--- config.mk ---
export PLATFORM = sky130hd
export DESIGN_NAME = mux_n_to_1_reg
export DESIGN_NICKNAME = d
export VERILOG_FILES = /design/src/rtl/mux_n_to_1_reg_pkg.sv /design/src/rtl/mux_n_to_1_reg_rr_arbiter.sv /design/src/rtl/mux_n_to_1_reg.sv
export SDC_FILE = /design/constraint.sdc
export NUM_CORES = 1
export LEC_CHECK = 0
export CAP_MARGIN = 20
export CORE_MARGIN = 5
export CORE_UTILIZATION = 36
export CTS_CLUSTER_DIAMETER = 60
export DETAILED_ROUTE_END_ITERATION = 12
export PLACE_DENSITY = 0.85
export SYNTH_ARGS = -nofsm -noshare
export SYNTH_HDL_FRONTEND = slang
export SYNTH_SLANG_ARGS = --single-unit
--- constraint.sdc ---
create_clock -name clk -period 3.31 [get_ports clk]
set_input_delay 0.331 -clock clk [delete_from_list [all_inputs] [get_ports clk]]
set_output_delay 0.331 -clock clk [all_outputs]
set_load 0.02 [all_outputs]
--- src/rtl/mux_n_to_1_reg_pkg.sv ---
// -----------------------------------------------------------------------------
// mux_pkg
// Shared definitions for the registered N-to-1 selector (mux_n_to_1_reg) and
// its round-robin arbiter.
//
// Contents:
//   MODE_EXPLICIT / MODE_RR : encodings of the `mode` input.
//   sel_idx_t convention    : every module that handles channel indices declares
//                             `typedef logic [SEL_W-1:0] sel_idx_t;` locally,
//                             because SEL_W depends on the module's own N.
//   wrap_inc()              : index increment modulo n, used for the RR pointer.
// -----------------------------------------------------------------------------
package mux_pkg;

  localparam logic MODE_EXPLICIT = 1'b0;
  localparam logic MODE_RR       = 1'b1;

  // Next index after `idx` in a ring of `n` entries.
  function automatic int wrap_inc(input int idx, input int n);
    return (idx + 1 >= n) ? 0 : idx + 1;
  endfunction

endpackage

--- src/rtl/mux_n_to_1_reg_rr_arbiter.sv ---
// -----------------------------------------------------------------------------
// rr_arbiter
// Purely combinational round-robin search: returns the first requesting
// channel found by scanning cyclically upward starting at `ptr`.
//
// Ports:
//   req       [N-1:0]      : per-channel request (the channel valids)
//   ptr       [SEL_W-1:0]  : search start index, always < N
//   grant_idx [SEL_W-1:0]  : granted channel (0 when grant_vld=0)
//   grant_vld              : at least one channel is requesting
// -----------------------------------------------------------------------------
module rr_arbiter
  import mux_pkg::*;
#(
  parameter  int N     = 4,
  localparam int SEL_W = $clog2(N)
) (
  input  logic [N-1:0]     req,
  input  logic [SEL_W-1:0] ptr,
  output logic [SEL_W-1:0] grant_idx,
  output logic             grant_vld
);

  typedef logic [SEL_W-1:0] sel_idx_t;

  always_comb begin
    int       idx;
    sel_idx_t idx_s;
    // NOTE: every output of a combinational block gets a default first so that
    // no path leaves it unassigned, which would otherwise infer a latch.
    grant_idx = '0;
    grant_vld = 1'b0;
    idx       = 0;
    idx_s     = '0;
    for (int k = 0; k < N; k++) begin
      // ptr + k wrapped into 0..N-1 (ptr < N, k < N, so one subtract suffices)
      idx = int'(ptr) + k;
      if (idx >= N) idx = idx - N;
      idx_s = sel_idx_t'(idx);
      if (!grant_vld && req[idx_s]) begin
        grant_vld = 1'b1;
        grant_idx = idx_s;
      end
    end
  end

endmodule

--- src/rtl/mux_n_to_1_reg.sv ---
// -----------------------------------------------------------------------------
// mux_n_to_1_reg
// Registered N-to-1 selector with valid/ready on every input channel and on the
// output. One result is held in the output register; a new input is accepted
// whenever that register is empty or being drained in the same cycle.
//
// Build option:
//   MUX_RR_EN defined   : `mode`=1 selects round-robin among valid channels.
//   MUX_RR_EN undefined : `mode` is ignored (explicit select only); the RR
//                         pointer and arbiter are not built.
//
// Ports:
//   clk, rst                 : clock, synchronous active-high reset
//   in_data  [N*WIDTH-1:0]   : channel i at [i*WIDTH +: WIDTH]
//   in_valid [N-1:0]         : per-channel valid
//   in_ready [N-1:0]         : per-channel ready, at most one bit high
//   sel      [SEL_W-1:0]     : explicit channel select (mode=0)
//   mode                     : 0 explicit, 1 round-robin
//   out_data [WIDTH-1:0]     : registered selected data
//   out_chan [SEL_W-1:0]     : channel that produced out_data
//   out_valid, out_ready     : output handshake
//   sel_err                  : sticky, set by an out-of-range sel in explicit mode
// -----------------------------------------------------------------------------
module mux_n_to_1_reg
  import mux_pkg::*;
#(
  parameter  int WIDTH = 8,
  parameter  int N     = 4,
  localparam int SEL_W = $clog2(N)
) (
  input  logic               clk,
  input  logic               rst,
  input  logic [N*WIDTH-1:0] in_data,
  input  logic [N-1:0]       in_valid,
  output logic [N-1:0]       in_ready,
  input  logic [SEL_W-1:0]   sel,
  input  logic               mode,
  output logic [WIDTH-1:0]   out_data,
  output logic [SEL_W-1:0]   out_chan,
  output logic               out_valid,
  input  logic               out_ready,
  output logic               sel_err
);

  typedef logic [SEL_W-1:0] sel_idx_t;

  logic             slot_free;
  logic             sel_in_range;
  logic             sel_chan_vld;
  logic             act_mode;
  logic             grant_vld;
  logic             transfer;
  sel_idx_t         grant_idx;
  logic [WIDTH-1:0] grant_data;

  // Output register can take new data if empty or being consumed this cycle.
  assign slot_free = !out_valid || out_ready;

  // Widened by one bit so the compare is meaningful when N is a power of 2.
  assign sel_in_range = {1'b0, sel} < (SEL_W + 1)'(N);

  // in_valid[sel] without indexing past N-1 when sel is out of range.
  always_comb begin
    sel_chan_vld = 1'b0;
    for (int i = 0; i < N; i++) begin
      if (sel == sel_idx_t'(i)) sel_chan_vld = in_valid[i];
    end
  end

`ifdef MUX_RR_EN
  sel_idx_t rr_ptr;
  sel_idx_t rr_grant_idx;
  logic     rr_grant_vld;

  assign act_mode = mode;

  rr_arbiter #(.N(N)) u_rr_arbiter (
    .req       (in_valid),
    .ptr       (rr_ptr),
    .grant_idx (rr_grant_idx),
    .grant_vld (rr_grant_vld)
  );

  // Pointer moves past the channel just served, so it gets lowest priority next.
  always_ff @(posedge clk) begin
    if (rst) begin
      rr_ptr <= '0;
    end else if (transfer && act_mode == MODE_RR) begin
      rr_ptr <= sel_idx_t'(wrap_inc(int'(grant_idx), N));
    end
  end
`else
  logic unused_mode;
  assign unused_mode = mode;
  assign act_mode    = MODE_EXPLICIT;
`endif

  always_comb begin
    grant_idx = sel;
    grant_vld = sel_in_range && sel_chan_vld;
`ifdef MUX_RR_EN
    if (act_mode == MODE_RR) begin
      grant_idx = rr_grant_idx;
      grant_vld = rr_grant_vld;
    end
`endif
  end

  // One-hot ready for the granted channel plus the matching data mux.
  // Ready is held low throughout reset.
  always_comb begin
    in_ready   = '0;
    grant_data = '0;
    for (int i = 0; i < N; i++) begin
      if (grant_idx == sel_idx_t'(i)) begin
        grant_data = in_data[i*WIDTH +: WIDTH];
        if (slot_free && grant_vld && !rst) in_ready[i] = 1'b1;
      end
    end
  end

  assign transfer = |in_ready;

  // NOTE: state registers use non-blocking assignments so every flop samples
  // pre-edge values, independent of statement order.
  always_ff @(posedge clk) begin
    if (rst) begin
      // NOTE: the data register is reset as well because out_data has a
      // defined reset value visible to downstream logic.
      out_valid <= 1'b0;
      out_data  <= '0;
      out_chan  <= '0;
      sel_err   <= 1'b0;
    end else begin
      if (transfer) begin
        out_valid <= 1'b1;
        out_data  <= grant_data;
        out_chan  <= grant_idx;
      end else if (out_ready) begin
        out_valid <= 1'b0;
      end
      if (act_mode == MODE_EXPLICIT && !sel_in_range) sel_err <= 1'b1;
    end
  end

endmodule

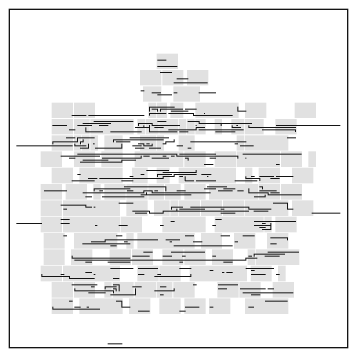
Figure 1: run 1, the metal 1 layer.
(6 px per um)
longest straight run: 28.5 um
wire length on this layer: 779 um
share of all routed wire: 35%
main direction: horizontal
met1 usage: 0.137
DR vias: 755

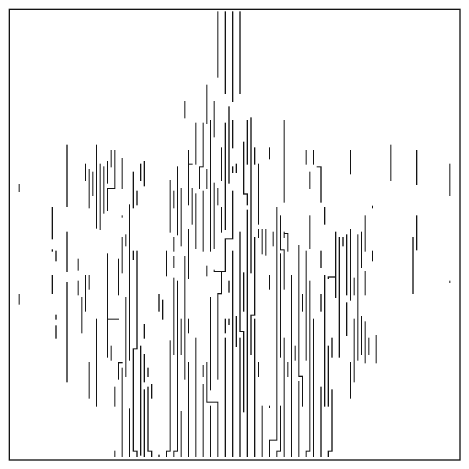
Figure 2: run 1, signal wires on met2.
(8 px per um)
main direction: vertical
wire length on this layer: 1250 um
longest straight run: 30.8 um
nets with wire on the layer: 145
WL final: 2230 um
met2 usage: 0.290

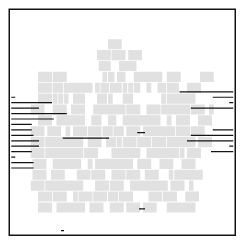
Figure 3: run 1, the metal 3 layer.
(4 px per um)
share of all routed wire: 7.2%
longest straight run: 13.6 um
grt met3 use: 0.0464

==> notes.md, run 1 <==
impl run done, here's what came out: status=completed, Hold Buf Count CTS=0, Post-synth regs=11, Cell area leaders=dfxtp_1 29%, mux4_1 21%, mux2i_1 12%, DR vias/cell=between 5 and 6, Pwr top=registers, crit path DRT=between 2000 and 3000 ps, maxcap violations=0, total gr overflow=0, sequential cell power=0.147 mW, Die Y=between 50 and 60 um, Syn Inst Count=67, CP max-delay cell=clkdlybuf4s50_1, Iteration-0 DRC Markers=10, routed len/inst=15.0 um, Rel. slew slack=0.440, final hold viol count=0, Root Buffer=clkbuf_4, Pwr Density=slightly below 300 nW/um2, non-filler cells, final=149, largest net degree at the start of global routing=17, IO Pins=58, fin worst setup slack=725 ps, vias in the first global route=792, adder-cell share of the synthesized area=0, post-route ant nets=0, asr flop ratio synth=0, synth cell count leaders=12 x nor2_1, 11 x dfxtp_1, 9 x mux2i_1, yosys stat area=767 um2, count of library flops with an enable pin=0, top flop regs=out_data x8, out_chan x2, out_valid x1, CTS sink count=11, Sw Ratio=0.280, CP top delay family=buffers and inverters, Peak VDD IR=212 uV, most frequent logic cells in the routed design=55 x clkdlybuf4s50_1, 12 x nor2_1, 11 x dfxtp_1, Dominant comb cell=multiplexers, clock slew at reported path FFs=80 ps, design area=roughly 1300 um2, Leak=0.499 nW, Final TNS setup=0 ps, total combinational power=0.147 mW, Nets=~170, Hold WS=~470 ps, fmax=roughly 0.39 GHz, crit path max fanout=16, Power Clock=0.0967 mW
## run 1: path summary, 6_finish.rpt
path / slack, ps / from / depth (start not counted) / end
setup / recovery: 730 / sel[1] / 4 / in_ready[2]
hold / removal: 470 / out_chan[0] / 2 / out_chan[0]
setup reg to reg: 1720 / out_valid / 4 / out_data[2]
hold reg to reg: 470 / out_chan[0] / 2 / out_chan[0]
## run 1: per-layer routing
metal / vias to the layer above / wire [um] / GRT usage
met3: 4 / 161 / 0.0464
met5: - / 0 / 0
met4: 0 / 42 / 0.0814
li1: 363 / - / -
met1: 361 / 778 / 0.137
met2: 27 / 1250 / 0.290
## run 1: cell type report
cell class	instances	area, um2
fillers	160	668
repair buffers	57	566
multi-input cells	49	484
flip-flops and latches	11	220
well taps	27	33.8
clock buffers	4	26.3
inverters	1	3.75
## Run 2: what changed since run 1
--- a/config.mk
+++ b/config.mk
@@ -7,10 +7,10 @@
 export LEC_CHECK = 0
 export CAP_MARGIN = 20
 export CORE_MARGIN = 5
-export CORE_UTILIZATION = 36
+export CORE_UTILIZATION = 33
 export CTS_CLUSTER_DIAMETER = 60
 export DETAILED_ROUTE_END_ITERATION = 12
-export PLACE_DENSITY = 0.85
+export PLACE_DENSITY = 0.79
 export SYNTH_ARGS = -nofsm -noshare
 export SYNTH_HDL_FRONTEND = slang
 export SYNTH_SLANG_ARGS = --single-unit
==> constraint.sdc (replaced) <==
create_clock -name clk -period 2.55 [get_ports clk]
set_input_delay 0.255 -clock clk [delete_from_list [all_inputs] [get_ports clk]]
set_output_delay 0.255 -clock clk [all_outputs]
set_load 0.02 [all_outputs]
==> run 2 against run 1 <==
Clock skew up 7.2 ps. Sequential cell count unchanged. Utilization down 5.3 points. Setup slack worse by 470 ps. Register-to-register slack worse by 720 ps. Synthesized cell count unchanged. Non-clock buffer count up 3. Critical endpoint is now in_ready[0].
==> notes.md, run 2 <==
impl run done, here's what came out: status=completed (unchanged), WL final=2180 um (was 2230 um), Multi-In Gates=49 (unchanged), Syn Inst Count=67 (unchanged), Post-synth regs=11 (unchanged), Pwr Density=372 nW/um2 (was 293 nW/um2), Peak VDD IR=236 uV (was 212 uV), count of library flops with an enable pin=0 (unchanged), Dominant comb cell=multiplexers (unchanged), length of routed met3 wiring=254 um (was 161 um), clock slew at reported path FFs=70 ps (was 80 ps), fin worst setup slack=260 ps (was 725 ps), fmax=0.437 GHz, yosys stat area=767 um2 (unchanged), logic area=484 um2 (unchanged), Hold WS=481 ps (was 468 ps), Final TNS setup=0 ps (unchanged), CTS sink count=11 (unchanged), post-route ant nets=0 (unchanged), Fillers=192 (was 160), Die Y=58.2 um (was 56.2 um), most frequent logic cells in the routed design=55 x clkdlybuf4s50_1, 12 x nor2_1, 11 x dfxtp_1 (unchanged), Buffers, non-clock=60 (was 57), top metal layer carrying routed signals=met4 (unchanged), inverters=1 (unchanged), maxcap violations=0 (unchanged), Iteration-0 DRC Markers=2 (was 10), M1 WL=755 um (was 778 um), NonClk Buf Share=0.433 (was 0.424), Cell area leaders=dfxtp_1 29%, mux4_1 21%, mux2i_1 12% (unchanged), IO Pins=58 (unchanged), Tap Cells=28 (was 27), met2 WL=1160 um (was 1250 um), crit path DRT=2300 ps (was 2980 ps), FF/Latch Area=220 um2 (unchanged), non-filler cells, final=153 (was 149), Rel. slew slack=0.468 (was 0.440), Nets=168 (was 165)
==> run 2: cell count changes in the layout (fill, tap and decap cells not counted), sizes merged <==
cell and change:
buf +3
==> run 2: critical path, stage by stage <==
cell	delay (ps)
clkdlybuf4s50_1	470
nor2b_2	60
or2_2	300
nor4b_1	290
clkdlybuf4s50_1	660
==> run 2: power breakdown <==
group	switching [mW]	total [mW]	internal [mW]
logic	0.0695	0.192	0.122
clock network	0.0613	0.122	0.0605
registers	0.00641	0.191	0.185
==> run 2: final timing paths <==
path / startpoint / to / slack (ps) / cells past startpoint
setup / recovery: out_ready / in_ready[0] / 260 / 5
hold / removal: out_chan[0] / out_chan[0] / 480 / 2
setup reg to reg: out_valid / out_data[5] / 1000 / 4
hold reg to reg: out_chan[0] / out_chan[0] / 480 / 2
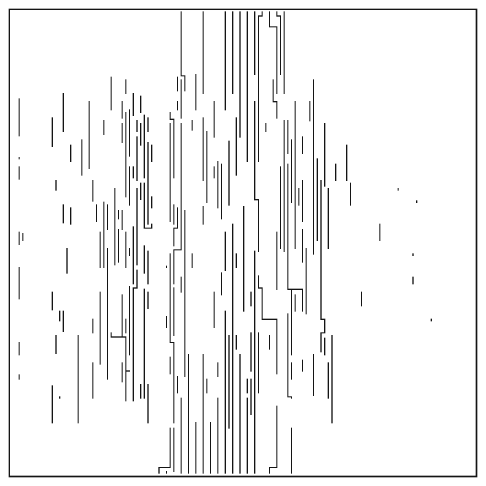
Figure 4: run 2, signal wires on met2.
(8 px per um)
wire length on this layer: 1160 um
main direction: vertical
met2 usage: 0.255
DR vias: 752

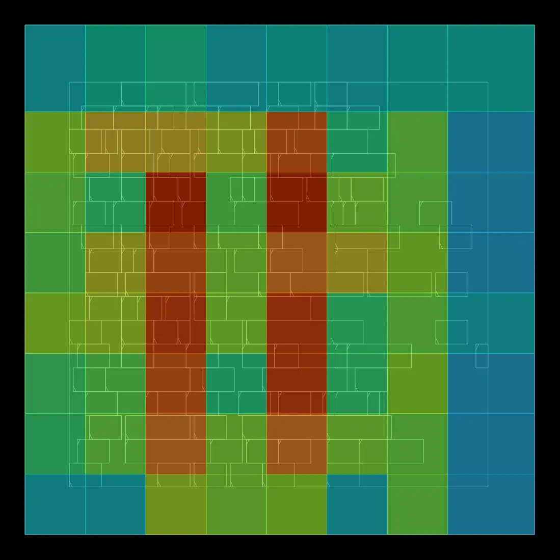
Figure 5: run 2, routing congestion map.
Layout Utilization: 0.614
met1 usage: 0.111
All-Layer GR Usage: 0.132

Power and IR drop assume default switching activity.
